[src/rtl/spi_burst_master.sv]
// SPI mode-3 burst master: one command byte {read, addr} followed by 1..MAX_BYTES data bytes.
// SPC idles high, and every bit is a low phase then a high phase of DIV clk cycles each.
// All pin outputs (SPC, CS, SDI, busy, done) are registered. They therefore follow the
// internal FSM state by one clk cycle.
//
// Ports:
//   i_clk     system clock; all logic runs on its rising edge
//   i_reset   synchronous active-high reset
//   i_start   transfer request; sampled only while idle
//   i_read    1 = read burst, 0 = write burst (command bit 7)
//   i_addr    register address (command bits 6:0)
//   i_len     data byte count; 0 is treated as 1, and values above MAX_BYTES as MAX_BYTES
//   i_wdata   write payload; byte k in [8k+7:8k], byte 0 sent first
//   i_sdo     serial data from the device
//   o_spc     serial clock, idle high
//   o_cs      chip select, active low
//   o_sdi     serial data to the device
//   o_rdata   read payload; k-th received byte in [8k+7:8k]
//   o_busy    high while a transfer is in progress
//   o_done    one-cycle completion pulse
module spi_burst_master #(
    parameter int unsigned MAX_BYTES = 12,
    parameter int unsigned DIV       = 1,
    parameter int unsigned LEN_W     = $clog2(MAX_BYTES + 1)
) (
    input  logic                   i_clk,
    input  logic                   i_reset,
    input  logic                   i_start,
    input  logic                   i_read,
    input  logic [6:0]             i_addr,
    input  logic [LEN_W-1:0]       i_len,
    input  logic [8*MAX_BYTES-1:0] i_wdata,
    input  logic                   i_sdo,
    output logic                   o_spc,
    output logic                   o_cs,
    output logic                   o_sdi,
    output logic [8*MAX_BYTES-1:0] o_rdata,
    output logic                   o_busy,
    output logic                   o_done
);

    localparam int unsigned DIV_W = $clog2(DIV + 1);
    localparam int unsigned CNT_W = LEN_W + 1;
    localparam int unsigned IDX_W = $clog2(8 * MAX_BYTES);

    localparam logic [DIV_W-1:0] DIV_LAST = DIV_W'(DIV - 1);
    localparam logic [LEN_W-1:0] MAX_LEN  = LEN_W'(MAX_BYTES);

    typedef enum logic [1:0] {StIdle, StShift, StHold, StFin} state_t;

    state_t                 r_state, w_state_nxt;
    logic                   r_phase, w_phase_nxt;  // 0 = SPC low half, 1 = SPC high half
    logic [DIV_W-1:0]       r_div, w_div_nxt;
    logic [2:0]             r_bit, w_bit_nxt;
    logic [CNT_W-1:0]       r_byte, w_byte_nxt;    // 0 = command byte
    logic [LEN_W-1:0]       r_nbytes;
    logic                   r_read;
    logic [6:0]             r_addr;
    logic [8*MAX_BYTES-1:0] r_wdata;               // current data byte always in [7:0]
    logic [8*MAX_BYTES-1:0] r_rdata;
    logic                   r_spc, r_cs, r_sdi, r_busy, r_done;

    logic                   w_accept;
    logic                   w_shift_wdata;
    logic                   w_div_last;
    logic [LEN_W-1:0]       w_nbytes;
    logic [7:0]             w_tx_byte;
    logic                   w_tx_bit;
    logic [CNT_W-1:0]       w_byte_m1;
    logic [IDX_W-1:0]       w_rx_idx;
    logic                   w_rx_take;

    assign w_div_last = (r_div == DIV_LAST);

    assign w_nbytes = (i_len == '0)     ? LEN_W'(1) :
                      (i_len > MAX_LEN) ? MAX_LEN   : i_len;

    // Read bursts drive zeros during the data phase.
    assign w_tx_byte = (r_byte == '0) ? {r_read, r_addr} :
                       (r_read ? 8'h00 : r_wdata[7:0]);
    assign w_tx_bit  = w_tx_byte[~r_bit];

    // Bit j of data byte k lands at 8k+7-j, i.e. {k, ~j}.
    assign w_byte_m1 = r_byte - CNT_W'(1);
    assign w_rx_idx  = IDX_W'({w_byte_m1, ~r_bit});

    // First cycle of a high phase: this is the edge on which the SPC register rises.
    assign w_rx_take = (r_state == StShift) && r_phase && (r_div == '0) && r_read &&
                       (r_byte != '0);

    always_comb begin
        w_state_nxt   = r_state;
        w_phase_nxt   = r_phase;
        w_div_nxt     = r_div;
        w_bit_nxt     = r_bit;
        w_byte_nxt    = r_byte;
        w_shift_wdata = 1'b0;
        w_accept      = 1'b0;
        unique case (r_state)
            StIdle: begin
                if (i_start) begin
                    w_accept    = 1'b1;
                    w_state_nxt = StShift;
                    w_phase_nxt = 1'b0;
                    w_div_nxt   = '0;
                    w_bit_nxt   = '0;
                    w_byte_nxt  = '0;
                end
            end
            StShift: begin
                if (w_div_last) begin
                    w_div_nxt = '0;
                    if (!r_phase) begin
                        w_phase_nxt = 1'b1;
                    end else begin
                        w_phase_nxt = 1'b0;
                        w_bit_nxt   = r_bit + 3'd1;
                        if (r_bit == 3'd7) begin
                            if (r_byte != '0) begin
                                w_shift_wdata = 1'b1;
                            end
                            if (r_byte == {1'b0, r_nbytes}) begin
                                w_state_nxt = StHold;
                            end else begin
                                w_byte_nxt = r_byte + CNT_W'(1);
                            end
                        end
                    end
                end else begin
                    w_div_nxt = r_div + DIV_W'(1);
                end
            end
            StHold: begin
                if (w_div_last) begin
                    w_div_nxt   = '0;
                    w_state_nxt = StFin;
                end else begin
                    w_div_nxt = r_div + DIV_W'(1);
                end
            end
            StFin: begin
                w_state_nxt = StIdle;
            end
            default: begin
                w_state_nxt = StIdle;
            end
        endcase
    end

    always_ff @(posedge i_clk) begin
        if (i_reset) begin
            r_state  <= StIdle;
            r_phase  <= 1'b0;
            r_div    <= '0;
            r_bit    <= '0;
            r_byte   <= '0;
            r_nbytes <= '0;
            r_read   <= 1'b0;
            r_addr   <= '0;
            r_wdata  <= '0;
            r_rdata  <= '0;
            r_spc    <= 1'b1;
            r_cs     <= 1'b1;
            r_sdi    <= 1'b0;
            r_busy   <= 1'b0;
            r_done   <= 1'b0;
        end else begin
            r_state <= w_state_nxt;
            r_phase <= w_phase_nxt;
            r_div   <= w_div_nxt;
            r_bit   <= w_bit_nxt;
            r_byte  <= w_byte_nxt;
            if (w_accept) begin
                r_read   <= i_read;
                r_addr   <= i_addr;
                r_wdata  <= i_wdata;
                r_nbytes <= w_nbytes;
                r_rdata  <= '0;
            end else begin
                if (w_shift_wdata) begin
                    r_wdata <= r_wdata >> 8;
                end
                if (w_rx_take) begin
                    r_rdata[w_rx_idx] <= i_sdo;
                end
            end
            r_spc  <= !((r_state == StShift) && !r_phase);
            r_cs   <= !((r_state == StShift) || (r_state == StHold));
            if (r_state == StShift) begin
                r_sdi <= w_tx_bit;
            end
            r_busy <= (r_state != StIdle);
            r_done <= (r_state == StFin);
        end
    end

    assign o_spc   = r_spc;
    assign o_cs    = r_cs;
    assign o_sdi   = r_sdi;
    assign o_rdata = r_rdata;
    assign o_busy  = r_busy;
    assign o_done  = r_done;

endmodule

[config.mk]
export PLATFORM = sky130hd
export DESIGN_NAME = spi_burst_master
export DESIGN_NICKNAME = d
export VERILOG_FILES = /design/src/rtl/spi_burst_master.sv
export SDC_FILE = /design/constraint.sdc
export NUM_CORES = 1
export LEC_CHECK = 0
export ABC_AREA = 1
export CORE_MARGIN = 3
export CORE_UTILIZATION = 28
export DETAILED_ROUTE_END_ITERATION = 8
export GPL_TIMING_DRIVEN = 0
export PLACE_DENSITY_LB_ADDON = 0.12
export SLEW_MARGIN = 20
export SYNTH_ARGS = -nofsm -noshare
export SYNTH_HDL_FRONTEND = slang
export SYNTH_SLANG_ARGS = --single-unit
[constraint.sdc]
create_clock -name i_clk -period 1.9 [get_ports i_clk]
set_clock_uncertainty 0.1 [all_clocks]
set_input_delay 0.38 -clock i_clk [delete_from_list [all_inputs] [get_ports i_clk]]
set_output_delay 0.38 -clock i_clk [all_outputs]
set_load 0.03 [all_outputs]
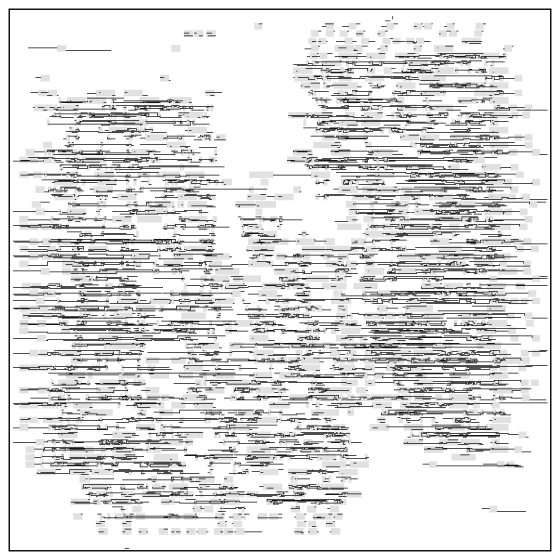
**Above:** run 1 (the metal 1 layer).
longest straight run = 49.7 um
main direction = horizontal
wire length on this layer = 16100 um
share of all routed wire = 45%
global routing met1 resource utilization: 23.0%
wirelength, routed: 35900 um

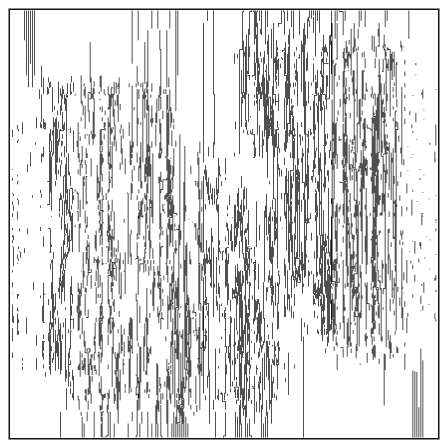
**Above:** run 1 (met2 routing).
share of all routed wire = 48%
longest straight run = 92.6 um
main direction = vertical
global-route track usage on met2: 31.9%
via count: 10400

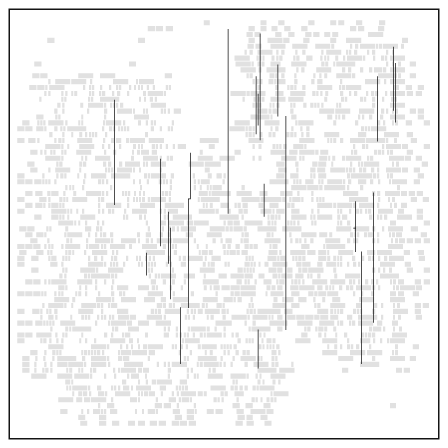
**Above:** run 1 (signal wires on met4).
nets with wire on the layer = 12
wire length on this layer = 805 um

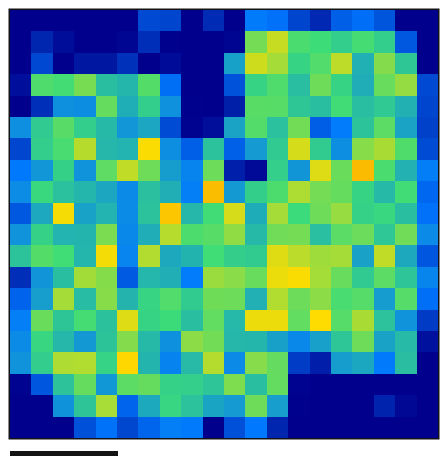
**Above:** run 1 (placement density heat map).
Scale bar: 50 um. The die is cut into 20 by 20 equal tiles; dark blue is low, red is high, 0 to 100% covered.
nearly empty tiles = 15%
tiles over 75% full = 1.0%
mean over tiles = 36%
fullest tile = 79%
placeable core region: 35900 sq um
floorplan core density: 28.6%
share of the core filled with cells in the final layout: 40.7%

==> out/metrics.yaml, run 1 <==
pwr-share-seq_pct: 36.8
die-width_um: 198
layout.cells.non_filler: 2275
cp.required_ns: 1.42
cellLeakagePower_nw: 6.32
clock_buffers: 42
synth_flop_count: 220
layout_min_cycle_time_ns: 1.83
initial_detailed_routing_violation_count: 443
yosys_stat_area_sq_um: 10300
comb_area_sq_um: 5280
synthFlopType: "dfxtp_1"
syn_to_final_growth_pct: 42.2
preCtsSetupSlack_ns: -0.779
tritoncts_clock_tree: "done"
warnings: 36
dp_hpwl_um: 25800
met3_wl_um: 1690
drt.antenna.violating_nets: 0
layout.nonclk_buf_share_pct: 22.4
async_reset_ff_share_pct: 0
avgSynthCellArea_sq_um: 6.81
postSynthCellCount: 1510
fillCellCount: 3849
nonClockInverterCount: 47
clock_power_share_pct: 34.6
worstPathArrival_ns: 1.35
clock_tree.root_cell: "clkbuf_16"
flop_area_sq_um: 4420
postSynthNetCount: 1635
result_of_the_run: "finished, final reports clean"
final_common_cell: "nand2_1"
[run 1: final timing paths]
kind | start | to | slack [ns] | depth (start not counted)
worst max-delay path | o_rdata[2] | o_rdata[2] | 0.07 | 1
worst min-delay path | i_wdata[94] | r_wdata[94] | 0.31 | 3
worst min register to register | r_addr[2] | r_addr[2] | 0.36 | 2
worst max register to register | r_byte[1] | o_rdata[14] | 0.08 | 10
[run 1: logic make-up after synthesis]
family,synth area share (%)
fa+ha+maj,1.58
simple gates,36.2
buf+inv,7.45
flops,42.8
compound gates,11.4
xor+xnor,0.608
[run 1: registers in the layout (all words and copies together) (netlist names)]
register  flops
r_bit         3
o_rdata      96
o_sdi         1
r_nbytes      4
o_spc         1
r_state       2
o_done        1
r_read        1
r_phase       1
r_addr        7
o_busy        1
r_wdata      96
o_cs          1
r_byte        5
**Run 1: routing congestion map**

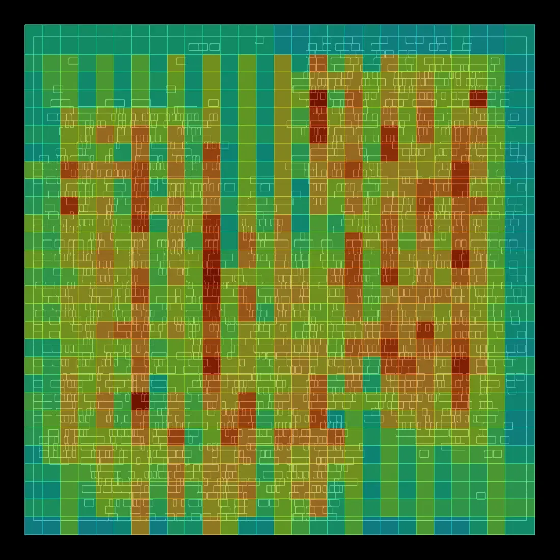

==> run 2: changes to the inputs <==
--- a/config.mk
+++ b/config.mk
@@ -5,7 +5,7 @@
 export SDC_FILE = /design/constraint.sdc
 export NUM_CORES = 1
 export LEC_CHECK = 0
-export ABC_AREA = 1
+export CAP_MARGIN = 20
 export CORE_MARGIN = 3
 export CORE_UTILIZATION = 28
 export DETAILED_ROUTE_END_ITERATION = 8
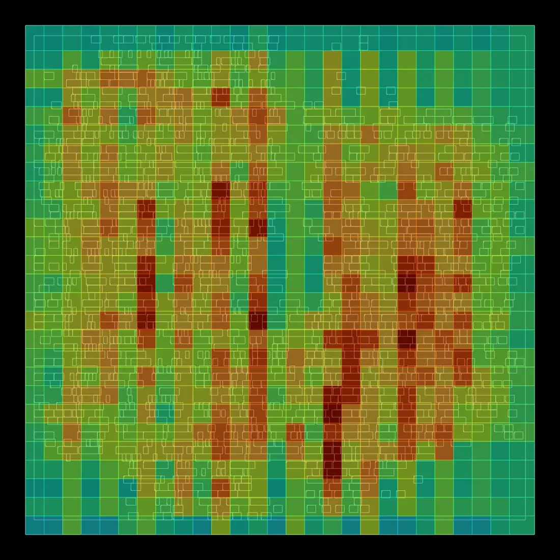
**Above:** run 2 (routing congestion map).
GRT Overall Usage: 19.8%
met3 Usage GRT: 3.87%
routed wire length per instance: 20.1 um
share of the core filled with cells in the final layout: 48.0%
global-route track usage on met2: 33.0%

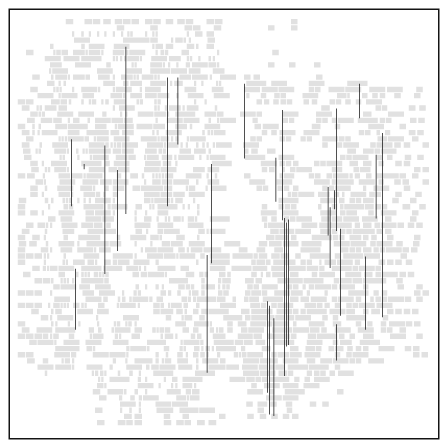
**Above:** run 2 (signal wires on met4).
main direction = vertical
longest straight run = 80.9 um
share of all routed wire = 3.0%
nets with wire on the layer = 20
wire length on this layer = 1130 um
via count: 9676
wirelength, routed: 37400 um

==> run 2 against run 1 <==
Effect of this change:
- the run now ends with negative setup slack left
- wire length rose by 4.2%
- power rose by 25%
- largest power group is now combinational logic
- design area rose by 7.5%
- sequential cell count did not move
==> out/metrics.yaml, run 2 <==
synthFlopType: "dfxtp_1"
result_of_the_run: "finished, violations left"
tritoncts_clock_tree: "done"
timing.critical_path.depth: 11
avgSynthCellArea_sq_um: 8.75
syn_to_final_growth_pct: 68.0
cp.required_ns: 2.23
postSynthCellCount: 1069
clock_tree.root_cell: "clkbuf_16"
slew-limit-headroom_pct: 50.9
final_common_cell: "dfxtp_1"
worstReg2RegStart: "r_byte[1]"
drt.antenna.violating_nets: 0
postSynthNetCount: 1194
comb_area_sq_um: 5420
fp_util_pct: 28.6
met3_wl_um: 2320
cellLeakagePower_nw: 6.11
clock_buffers: 40
rrSetupSlack_ns: -0.21
flop_area_sq_um: 4420
floorplan.core_area_sq_um: 32700
yosys_stat_area_sq_um: 9350
min_from: "i_addr[3]"
initial_detailed_routing_violation_count: 548
pwr-share-seq_pct: 32.7
chip_area_sq_um: 35600
synth_flop_count: 220
setup_slack_of_the_critical_path_after_layout_ns: -0.210
reg2reg_to: "r_wdata[16]"
async_reset_ff_share_pct: 0
failed_checks: "negative setup slack"
clock_power_share_pct: 27.2
fillCellCount: 3156
preCtsSetupSlack_ns: -1.03
setup_viol_count_final: 177
layout.cells.non_filler: 1864
layout.nonclk_buf_share_pct: 28.2
global_routing_met1_resource_utilization_pct: 26.3
cp-endpoint: "r_wdata[16]"
warnings: 37
layout_min_cycle_time_ns: 2.11
worst_hold_path.endpoint: "r_addr[3]"
critical_path.startpoint: "r_byte[1]"
## run 2: cell types whose count changed after synthesis, sizes merged, moves of 12 or more
cell | previous run | this run
nand2 | 598 | 224
a21oi | 193 | 15
nand3 | 110 | 9
o31ai | 0 | 96
o211ai | 2 | 96
a311oi | 0 | 88
nor2 | 176 | 114
inv | 45 | 9
clkbuf | 42 | 64
buf | 64 | 46
o21ai | 24 | 12
## run 2: logic make-up after synthesis
family          synth area share [%]
compound gates                  27.5
xor+xnor                       0.375
fa+ha+maj                       1.74
buf+inv                         5.83
flops                           47.1
mux                             1.16
simple gates                    16.3
## run 2: timing repair
| item | CTS | global route |
|---|---|---|
| pin swaps | 115 | 72 |
| setup endpoints to repair | 318 | 210 |
| resized | 445 | 131 |
| gates cloned | 24 | 7 |
| hold buffers | 0 | 0 |
| setup buffers | 54 | 13 |
No activity file was given, so power comes from the tool's default toggle rates.
